`src/rtl/midi_channel_frontend_if.sv`:
```
// midi_channel_frontend_if: MIDI line in, assembled messages and per-channel note state out
interface midi_channel_frontend_if;
  logic         MIDI_in;
  logic [23:0]  MIDI_data;
  logic         msg_valid;
  logic [127:0] ch_data;
  logic [191:0] pitch;
  logic         frame_err;
  modport master (output MIDI_in, input MIDI_data, msg_valid, ch_data, pitch, frame_err);
  modport slave  (input MIDI_in, output MIDI_data, msg_valid, ch_data, pitch, frame_err);
endinterface

```
`src/rtl/midi_channel_frontend.sv`:
```
// midi_channel_frontend: MIDI UART receiver, channel message assembler, 8-channel note
// registers and note-to-half-period conversion for the stepper synth.
module midi_channel_frontend #(
  parameter int CLK_HZ = 50_000_000,
  parameter int BAUD   = 31250
) (
  input logic Clk,
  input logic Rst_n,
  midi_channel_frontend_if.slave bus
);
  localparam int BIT_CLKS = CLK_HZ / BAUD;
  localparam logic [15:0] FULL = 16'(BIT_CLKS - 1);
  localparam logic [15:0] HALF = 16'(BIT_CLKS / 2 - 1);
  function automatic logic [23:0] t_of(input real f);
    return 24'($rtoi(real'(CLK_HZ) / (2.0 * f) + 0.5));
  endfunction
  // Half-period counts for octave -1 (MIDI notes 0..11); higher octaves shift right
  localparam logic [11:0][23:0] T = {
    t_of(15.4338531643), t_of(14.5676175474), t_of(13.75),         t_of(12.9782717994),
    t_of(12.2498573744), t_of(11.5623257097), t_of(10.9133822323), t_of(10.3008611535),
    t_of(9.72271824132), t_of(9.17702399742), t_of(8.66195721803), t_of(8.17579891564)};
  function automatic logic [23:0] pitch_of(input logic [6:0] n, input logic [7:0] v);
    return v == 8'd0 ? 24'd0 : T[4'(n % 7'd12)] >> (n / 7'd12);
  endfunction
  typedef enum logic [1:0] {IDLE, START, DATA, STOP} state_t;
  state_t           r_state;
  logic [1:0]       r_sync;
  logic             r_rx_d;
  logic [15:0]      r_cnt;
  logic [2:0]       r_bits;
  logic [7:0]       r_shift;
  logic             r_frame_err;
  logic [7:0]       r_status;
  logic             r_rs_valid;
  logic             r_have_d1;
  logic [7:0]       r_d1;
  logic [23:0]      r_data;
  logic             r_msg_valid;
  logic [7:0][15:0] r_ch;
  logic [7:0][23:0] r_pitch;
  logic             w_rx;
  logic             w_byte_ok;
  logic             w_route;
  logic [3:0]       w_cmd;
  logic [2:0]       w_chn;
  assign w_rx      = r_sync[1];
  assign w_byte_ok = r_state == STOP && r_cnt == FULL && w_rx;
  assign w_cmd     = r_data[23:20];
  assign w_chn     = r_data[18:16];
  assign w_route   = r_msg_valid && !r_data[19];
  always_ff @(posedge Clk or negedge Rst_n) begin
    if (!Rst_n) begin
      r_state     <= IDLE;
      r_sync      <= 2'b11;
      r_rx_d      <= 1'b1;
      r_cnt       <= '0;
      r_bits      <= '0;
      r_shift     <= '0;
      r_frame_err <= 1'b0;
    end else begin
      r_sync      <= {r_sync[0], bus.MIDI_in};
      r_rx_d      <= w_rx;
      r_frame_err <= 1'b0;
      case (r_state)
        IDLE: if (r_rx_d && !w_rx) begin
          r_state <= START;
          r_cnt   <= '0;
        end
        START: if (r_cnt == HALF) begin
          r_state <= w_rx ? IDLE : DATA;
          r_cnt   <= '0;
          r_bits  <= '0;
        end else r_cnt <= r_cnt + 16'd1;
        DATA: if (r_cnt == FULL) begin
          r_cnt   <= '0;
          r_shift <= {w_rx, r_shift[7:1]};
          r_bits  <= r_bits + 3'd1;
          if (r_bits == 3'd7) r_state <= STOP;
        end else r_cnt <= r_cnt + 16'd1;
        STOP: if (r_cnt == FULL) begin
          r_state     <= IDLE;
          r_frame_err <= !w_rx;
        end else r_cnt <= r_cnt + 16'd1;
        default: r_state <= IDLE;
      endcase
    end
  end
  // The assembler consumes the byte on the stop-sample edge so results appear the next cycle
  always_ff @(posedge Clk or negedge Rst_n) begin
    if (!Rst_n) begin
      r_status    <= '0;
      r_rs_valid  <= 1'b0;
      r_have_d1   <= 1'b0;
      r_d1        <= '0;
      r_data      <= '0;
      r_msg_valid <= 1'b0;
    end else begin
      r_msg_valid <= 1'b0;
      if (w_byte_ok && r_shift < 8'hF8) begin
        if (r_shift[7]) begin
          r_status   <= r_shift;
          r_rs_valid <= r_shift < 8'hF0;
          r_have_d1  <= 1'b0;
        end else if (r_rs_valid && !r_have_d1) begin
          r_d1      <= r_shift;
          r_have_d1 <= 1'b1;
        end else if (r_rs_valid) begin
          r_data      <= {r_status, r_d1, r_shift};
          r_msg_valid <= 1'b1;
          r_have_d1   <= 1'b0;
        end
      end
    end
  end
  always_ff @(posedge Clk or negedge Rst_n) begin
    if (!Rst_n) begin
      r_ch    <= '0;
      r_pitch <= '0;
    end else begin
      if (w_route && w_cmd == 4'h9 && r_data[7:0] != 8'd0)
        r_ch[w_chn] <= r_data[15:0];
      else if (w_route && (w_cmd == 4'h8 || w_cmd == 4'h9) && r_ch[w_chn][15:8] == r_data[15:8])
        r_ch[w_chn] <= 16'd0;
      for (int k = 0; k < 8; k++) r_pitch[k] <= pitch_of(r_ch[k][14:8], r_ch[k][7:0]);
    end
  end
  assign bus.MIDI_data = r_data;
  assign bus.msg_valid = r_msg_valid;
  assign bus.ch_data   = r_ch;
  assign bus.pitch     = r_pitch;
  assign bus.frame_err = r_frame_err;
endmodule

```
`src/flat_wrapper.sv`:
```
// flat-port wrapper written by rule: the top's interface ports become plain ports
module midi_channel_frontend_flat 
#(
  parameter int CLK_HZ = 50_000_000,
  parameter int BAUD   = 31250
)
  (Clk, Rst_n, bus_MIDI_in, bus_MIDI_data, bus_msg_valid, bus_ch_data, bus_pitch, bus_frame_err);
  midi_channel_frontend_if bus_i ();
  input logic Clk;
  input logic Rst_n;
  input wire logic [$bits(bus_i.MIDI_in)-1:0] bus_MIDI_in;
  output wire logic [$bits(bus_i.MIDI_data)-1:0] bus_MIDI_data;
  output wire logic [$bits(bus_i.msg_valid)-1:0] bus_msg_valid;
  output wire logic [$bits(bus_i.ch_data)-1:0] bus_ch_data;
  output wire logic [$bits(bus_i.pitch)-1:0] bus_pitch;
  output wire logic [$bits(bus_i.frame_err)-1:0] bus_frame_err;
  assign bus_i.MIDI_in = bus_MIDI_in;
  assign bus_MIDI_data = bus_i.MIDI_data;
  assign bus_msg_valid = bus_i.msg_valid;
  assign bus_ch_data = bus_i.ch_data;
  assign bus_pitch = bus_i.pitch;
  assign bus_frame_err = bus_i.frame_err;
  midi_channel_frontend #(.CLK_HZ(CLK_HZ), .BAUD(BAUD)) u_core (.Clk(Clk), .Rst_n(Rst_n), .bus(bus_i));
endmodule
```
`config.mk`:
```
export PLATFORM = sky130hd
export DESIGN_NAME = midi_channel_frontend_flat
export DESIGN_NICKNAME = d
export VERILOG_FILES = /design/src/rtl/midi_channel_frontend_if.sv /design/src/rtl/midi_channel_frontend.sv /design/src/flat_wrapper.sv
export SDC_FILE = /design/constraint.sdc
export NUM_CORES = 1
export LEC_CHECK = 0
export CELL_PAD_IN_SITES_DETAIL_PLACEMENT = 1
export CELL_PAD_IN_SITES_GLOBAL_PLACEMENT = 1
export CORE_ASPECT_RATIO = 1.25
export CORE_UTILIZATION = 43
export CTS_CLUSTER_SIZE = 40
export DETAILED_ROUTE_END_ITERATION = 8
export PLACE_DENSITY = 0.87
export SLEW_MARGIN = 25
export SYNTH_ARGS = -nofsm -noshare
export SYNTH_HDL_FRONTEND = slang
export SYNTH_SLANG_ARGS = --single-unit
```
`constraint.sdc`:
```
create_clock -name Clk -period 4.2 [get_ports Clk]
set_input_delay 0.84 -clock Clk [delete_from_list [all_inputs] [get_ports Clk]]
set_output_delay 0.84 -clock Clk [all_outputs]
set_load 0.02 [all_outputs]
```
Fig. 1: signal metal coverage by tile
23 x 29 tiles, from black (low) to pale yellow (high), scaled to the fullest tile. Values are wire area over tile area, all layers added.
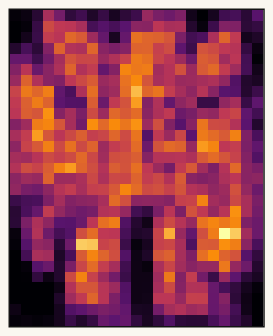
mean over tiles: 0.27
fullest tile: 0.68
tiles over half the peak: 34%
nearly empty tiles: 4.3%
emptiest ninth of the die: lower left

Fig. 2: clock network drawn from the DEF
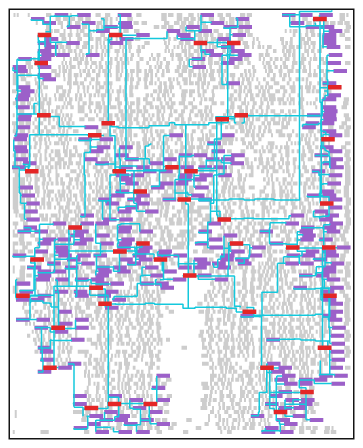
legend:
  flip-flops:
    colour: purple
    count: 377
  clock-net drivers:
    colour: red
    count: 44
  clock wires:
    colour: cyan
    length: 5800 um
flops lie: all over the die
routed clock nets: 45

==> metrics.cfg <==
[placement]
post-place-ws_ps = 554
dpl_cell_area_mm2 = 0.0327

[outcome]
status = finished, final reports clean

[hold_path]
hold_path_class = primary input to asynchronous set/reset pin

[setup_path]
max_stage_delay_ps = 490
start_kind = flop
worst_ep_required_time_ps = 4650

[yosys]
yosysMostFrequentCell = dfrtp_1
yosys_warnings = 0
avgSynthCellArea_um2 = 8.38
ys_top_cells_by_area = dfrtp_1 (33%), nand2_1 (4.3%), a22o_1 (4.1%)
xor_share_pct = 1.35
synthMuxAreaShare_pct = 6.63
top_cell_area_share_pct = 32.7
fa_ha_area_share_pct = 3.18

[clock_tree]
cts-hold-fix-buffers = 0
clkSinkCount = 377

[power]
powerDensity_mw_per_mm2 = 234
p_leak_uw = 0.0148

[finish]
n_all_buffers = 455
lay_top_cells = dfrtp_1 (374), clkdlybuf4s50_1 (329), nand2_1 (324)
fillCellCount = 7710
drive_above_1_share_pct = 9.67

[grt]
met3_usage_pct = 4.72
grtUsageTotal_pct = 32.0
grt_pass1_wl_um = 173000

[floorplan]
die-area_mm2 = 0.0676
fp_util_pct = 43.5

[final_timing]
fin_ws_ps = 386
finalSetupViolations = 0
finalCritPeriodShare_pct = 90.8

[routing]
firstDrtPassIters = 5

Fig. 3: cells by drive strength
The bar under the picture is 50 um long.
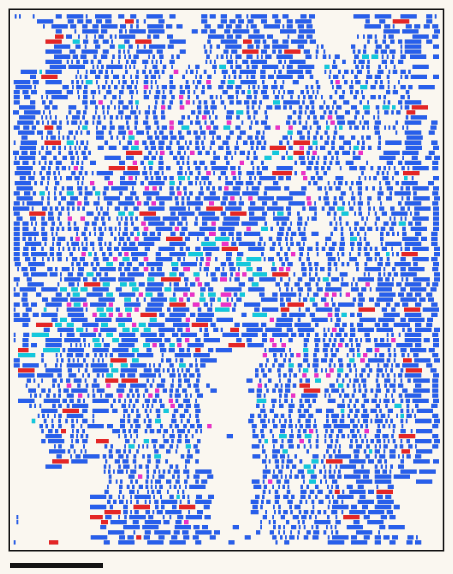
legend:
  x1 and smaller:
    colour: blue
    cells: 3315
    share: 90%
  x6 and larger:
    colour: red
    cells: 68
    share: 1.9%
  x2:
    colour: cyan
    cells: 152
    share: 4.1%
  x3 and x4:
    colour: magenta
    cells: 135
    share: 3.7%

-- sequential cells by signal, summed over array words and instances (netlist names), named ones only --
name	cells
u_core.r_cnt	16
u_core.bus.ch_data	128
u_core.r_shift	8
u_core.bus.MIDI_data	22
u_core.r_have_d1	1
u_core.bus.frame_err	1
u_core.r_d1	7
u_core.r_state	1
u_core.r_rx_d	1
u_core.r_status	8
u_core.bus.pitch	176
u_core.r_sync	2
u_core.r_rs_valid	1
u_core.r_bits	3
u_core.bus.msg_valid	1
-- per-stage QoR --
stage	total power, uW	hold WS [ps]
3_5_place_dp	4070	353
5_1_grt	8220	25.1
6_report	8010	35.2
4_1_cts	8070	11.6
2_1_floorplan	3940	345
3_3_place_gp	4060	346
-- power by group --
group | switching [uW] | internal (uW)
sequential | 20.3 | 3650
combinational | 253 | 81.5
clock | 1750 | 2250
Power is estimated from default activity; no workload was simulated.
